$ cat config.mk
export PLATFORM = sky130hd
export DESIGN_NAME = key_note_select
export DESIGN_NICKNAME = d
export VERILOG_FILES = /design/src/rtl/key_note_select.sv
export SDC_FILE = /design/constraint.sdc
export NUM_CORES = 1
export LEC_CHECK = 0
export CORE_UTILIZATION = 31
export CTS_CLUSTER_SIZE = 30
export DETAILED_ROUTE_END_ITERATION = 7
export PLACE_DENSITY = 0.53
export RECOVER_POWER = 25
export SYNTH_ARGS = -nofsm -noshare
export SYNTH_HDL_FRONTEND = slang
export SYNTH_SLANG_ARGS = --single-unit
$ cat constraint.sdc
create_clock -name clk -period 5 [get_ports clk]
set_input_delay 1 -clock clk [delete_from_list [all_inputs] [get_ports clk]]
set_output_delay 1 -clock clk [all_outputs]
set_load 0.02 [all_outputs]
$ cat src/rtl/key_note_select.sv
// key_note_select: synchronises and debounces 8 piano keys, then selects the
// highest pressed key and presents its half-period count to the tone divider.
//   clk          system clock, rising edge
//   reset        synchronous active-low reset
//   keys[7:0]    raw asynchronous keys, active-high, bit0=C4 .. bit7=C5
//   half_period  divider compare value for the selected note, 0 when silent
//   note_on      gate, high while the accepted key vector is nonzero
//   note_idx     index of the highest key in the accepted vector
//   note_change  one-cycle pulse when note_on or note_idx changes
//   busy         high while a candidate key vector is being debounced
module key_note_select #(
    parameter int unsigned CLK_HZ          = 50_000_000,
    parameter int unsigned DEBOUNCE_CYCLES = 1_000_000,
    parameter int unsigned CNT_W           = 25
) (
    input  logic             clk,
    input  logic             reset,
    input  logic [7:0]       keys,
    output logic [CNT_W-1:0] half_period,
    output logic             note_on,
    output logic [2:0]       note_idx,
    output logic             note_change,
    output logic             busy
);

    localparam int unsigned DB_W     = $clog2(DEBOUNCE_CYCLES);
    localparam int unsigned HALF_CLK = CLK_HZ / 2;

    typedef enum logic [1:0] {
        IDLE     = 2'd0,
        ARMING   = 2'd1,
        PLAY     = 2'd2,
        CHANGING = 2'd3
    } state_t;

    logic [7:0]      s1, s2, s_prev, stable;
    logic [DB_W-1:0] cnt;
    state_t          state, state_nxt;
    logic            accept_c;
    logic            new_on_c;
    logic [2:0]      new_idx_c;

    // Half-period count for each note: (CLK_HZ/2)/f_note, truncated
    function automatic logic [CNT_W-1:0] half_of(input logic [2:0] idx);
        case (idx)
            3'd0:    half_of = CNT_W'(HALF_CLK / 262);
            3'd1:    half_of = CNT_W'(HALF_CLK / 294);
            3'd2:    half_of = CNT_W'(HALF_CLK / 330);
            3'd3:    half_of = CNT_W'(HALF_CLK / 349);
            3'd4:    half_of = CNT_W'(HALF_CLK / 392);
            3'd5:    half_of = CNT_W'(HALF_CLK / 440);
            3'd6:    half_of = CNT_W'(HALF_CLK / 494);
            default: half_of = CNT_W'(HALF_CLK / 523);
        endcase
    endfunction

    // Highest set bit wins; 0 when no key is set
    function automatic logic [2:0] top_key(input logic [7:0] v);
        top_key = 3'd0;
        for (int i = 0; i < 8; i++) begin
            if (v[i]) top_key = 3'(i);
        end
    endfunction

    // A candidate is accepted once it has held unchanged for the full window
    assign accept_c  = (s2 != stable) && (s2 == s_prev) &&
                       (cnt == DB_W'(DEBOUNCE_CYCLES - 1));
    assign new_on_c  = |stable;
    assign new_idx_c = top_key(stable);

    // Synchroniser, debounce counter and accepted vector
    always_ff @(posedge clk) begin
        if (!reset) begin
            s1     <= '0;
            s2     <= '0;
            s_prev <= '0;
            stable <= '0;
            cnt    <= '0;
        end else begin
            s1     <= keys;
            s2     <= s1;
            s_prev <= s2;
            if ((s2 == stable) || (s2 != s_prev)) begin
                cnt <= '0;
            end else if (accept_c) begin
                stable <= s2;
                cnt    <= '0;
            end else begin
                cnt <= cnt + DB_W'(1);
            end
        end
    end

    // State register, busy registered alongside it
    always_ff @(posedge clk) begin
        if (!reset) begin
            state <= IDLE;
            busy  <= 1'b0;
        end else begin
            state <= state_nxt;
            busy  <= (state_nxt == ARMING) || (state_nxt == CHANGING);
        end
    end

    // Next-state logic
    always_comb begin
        state_nxt = state;
        case (state)
            IDLE: begin
                if (s2 != 8'd0) state_nxt = ARMING;
            end
            ARMING: begin
                if (s2 == 8'd0)    state_nxt = IDLE;
                else if (accept_c) state_nxt = PLAY;
            end
            PLAY: begin
                if (s2 != stable) state_nxt = CHANGING;
            end
            CHANGING: begin
                if (s2 == stable)  state_nxt = PLAY;
                else if (accept_c) state_nxt = (s2 == 8'd0) ? IDLE : PLAY;
            end
            default: state_nxt = IDLE;
        endcase
    end

    // Note outputs follow the accepted vector one cycle later
    always_ff @(posedge clk) begin
        if (!reset) begin
            note_on     <= 1'b0;
            note_idx    <= 3'd0;
            half_period <= '0;
            note_change <= 1'b0;
        end else begin
            note_on     <= new_on_c;
            note_idx    <= new_idx_c;
            half_period <= new_on_c ? half_of(new_idx_c) : '0;
            // Pulse only when the gate flips or the sounding key moves
            note_change <= (new_on_c != note_on) ||
                           (new_on_c && (new_idx_c != note_idx));
        end
    end

endmodule

==> results.json <==
{
  "slew_headroom_pct": 33.2,
  "placed_area_um2": 3340,
  "flop_area_um2": 1500,
  "dieArea_um2": 10100,
  "instances_no_fill": 473,
  "path_cells": "dlygate4sd3_1, nand3b_2, nor2_1",
  "cpPeakStageDelay_ns": 1.19,
  "pwr_density_cell_nw_per_um2": 303,
  "hold_start": "s1[2]",
  "rows": 35,
  "grt_pass1_vias": 1887,
  "skew_ns": 0.00575,
  "drtIter0Drc": 53,
  "synthAoiAreaFrac_pct": 4.93,
  "dp_slack_ns": 2.00,
  "cts_tree": "yes",
  "postRouteAntennaNets": 0,
  "cts.path.max_buffers": 2,
  "synth_stat.cells": 312,
  "switchingPower_uw": 254,
  "cp.required_ns": 5.27,
  "grt_pass1_wl_um": 8790,
  "clkTransAtPathRegs_ns": 0.08,
  "antenna_found_initial": 0,
  "final.setup.worst_slack_ns": 2.34,
  "logic_area_um2": 1290,
  "io_buffers": 32,
  "tap_cells": 129,
  "lay_top_cells": "75 x dfxtp_1, 37 x nor2_1, 29 x clkdlybuf4s50_1",
  "netlist.top_cell.by_area": "dfxtp_1",
  "worst-path-buf-inv": 1,
  "comb_cell_power_uw": 45.3,
  "maxCapViolCount": 0,
  "status": "complete, no violations",
  "path_class": "input port to register",
  "grtUsageTotal_pct": 11.3,
  "largest_class": "registers",
  "ys_seq_share_pct": 50.1,
  "max_freq_mhz": 376,
  "yosys_area_um2": 3000,
  "final.min_clock_period_ns": 2.66,
  "pwr-share-clk_pct": 37.9,
  "max_flop_register": "cnt",
  "clockRootBuffer": "clkbuf_8",
  "comb_area_share_pct": 36.7,
  "synthTopLogicFamily": "simple AND/OR/NAND/NOR gates",
  "critPathCapture": "cnt[4]",
  "drc_errors": 0,
  "die_w_um": 100,
  "buf_share_pct": 9.35,
  "top_power_group": "sequential cells",
  "ctsHtreeMaxLevel": 3,
  "async_reset_ff_share_pct": 0,
  "tns_ns": 0,
  "dpl.cell_count": 458,
  "slew_violations": 0,
  "nClkBuffers": 10,
  "fillers": 980,
  "nNonClkBuffers": 33,
  "ctsResizeCount": 0,
  "grt_max_degree": 33,
  "cts_setup_buffers": 0,
  "powerClk_uw": 402,
  "clkLatencyLatePin_ns": 0.34,
  "reg2reg_slack_ns": 2.97,
  "peakVddDrop_mv": 0.159,
  "largest_reg_flops": 20,
  "yosys_warnings": 0,
  "setup.worst_path.end_class": "register",
  "sh_seq_area_pct": 42.8,
  "grt_overflow": 0,
  "top_area_share_pct": 50.1,
  "hold_class": "register to register"
}
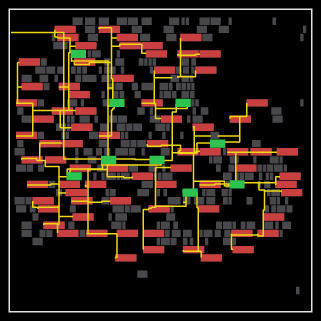
Fig. 1. Clock wires, drivers and flops.
Drawn at 3 px/um.
[clock wires] yellow | length: 931 um
[cells driving clock nets] green | count: 9
[flip-flops] red | count: 75
routed clock nets	10

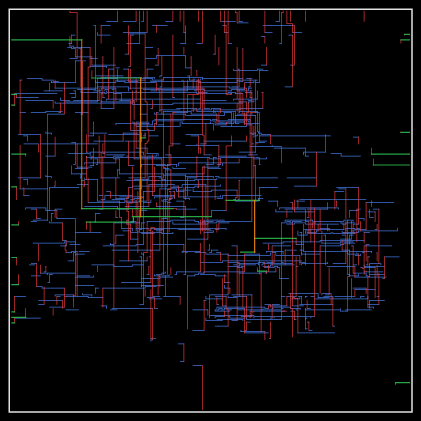
Fig. 2. Signal wires by layer.
Drawn at 4 px/um.
layer	colour	wire length
met3	green	154 um
met1	blue	2680 um
met2	red	2250 um
met4	orange	89.8 um

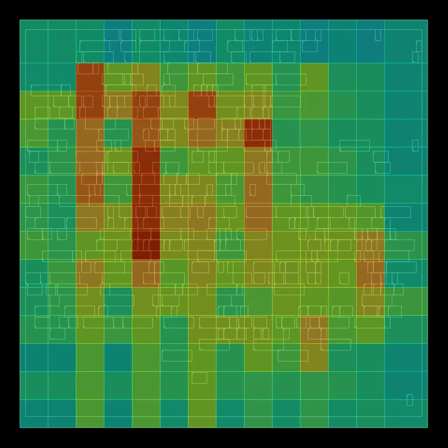
Fig. 3. Track usage over the die.
GR peak layer: met2
GR met3 Demand/Resource: 3.55%

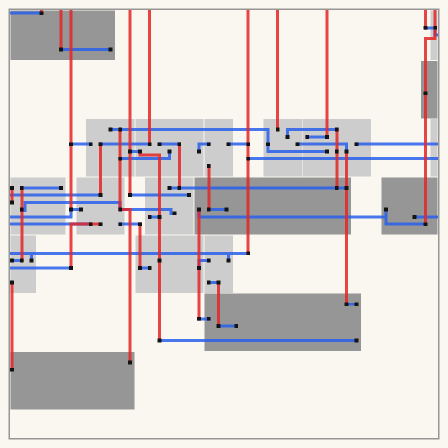
Fig. 4. Zoomed window.
Region (65, 15) to (85, 35) um. Cells in grey, sequential cells in the stronger grey; small squares are vias.
layer	colour
met2	red
met1	blue
netlist names of flops here include	cnt (4)
most frequent	dfxtp_1 (4), xor2_1 (3), nor2_1 (3)
sequential cells in the window	4
cells with their middle in the window	15

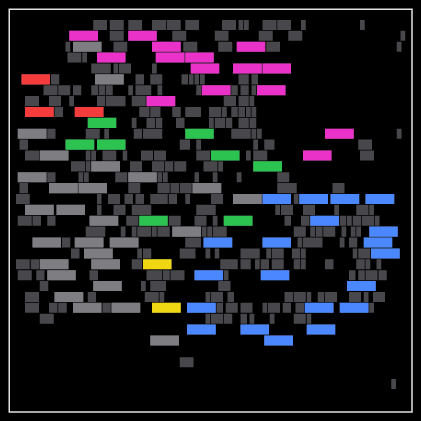
Fig. 5. Where the registers sit.
Drawn at 4 px/um. Other sequential cells in the stronger grey, the rest of the logic in the fainter grey.
signal	colour	sequential cells
half_period	magenta	15
stable	green	8
state	yellow	2
note_idx	red	3
cnt	blue	20
not coloured	27

No activity file was given, so power comes from the tool's default toggle rates.
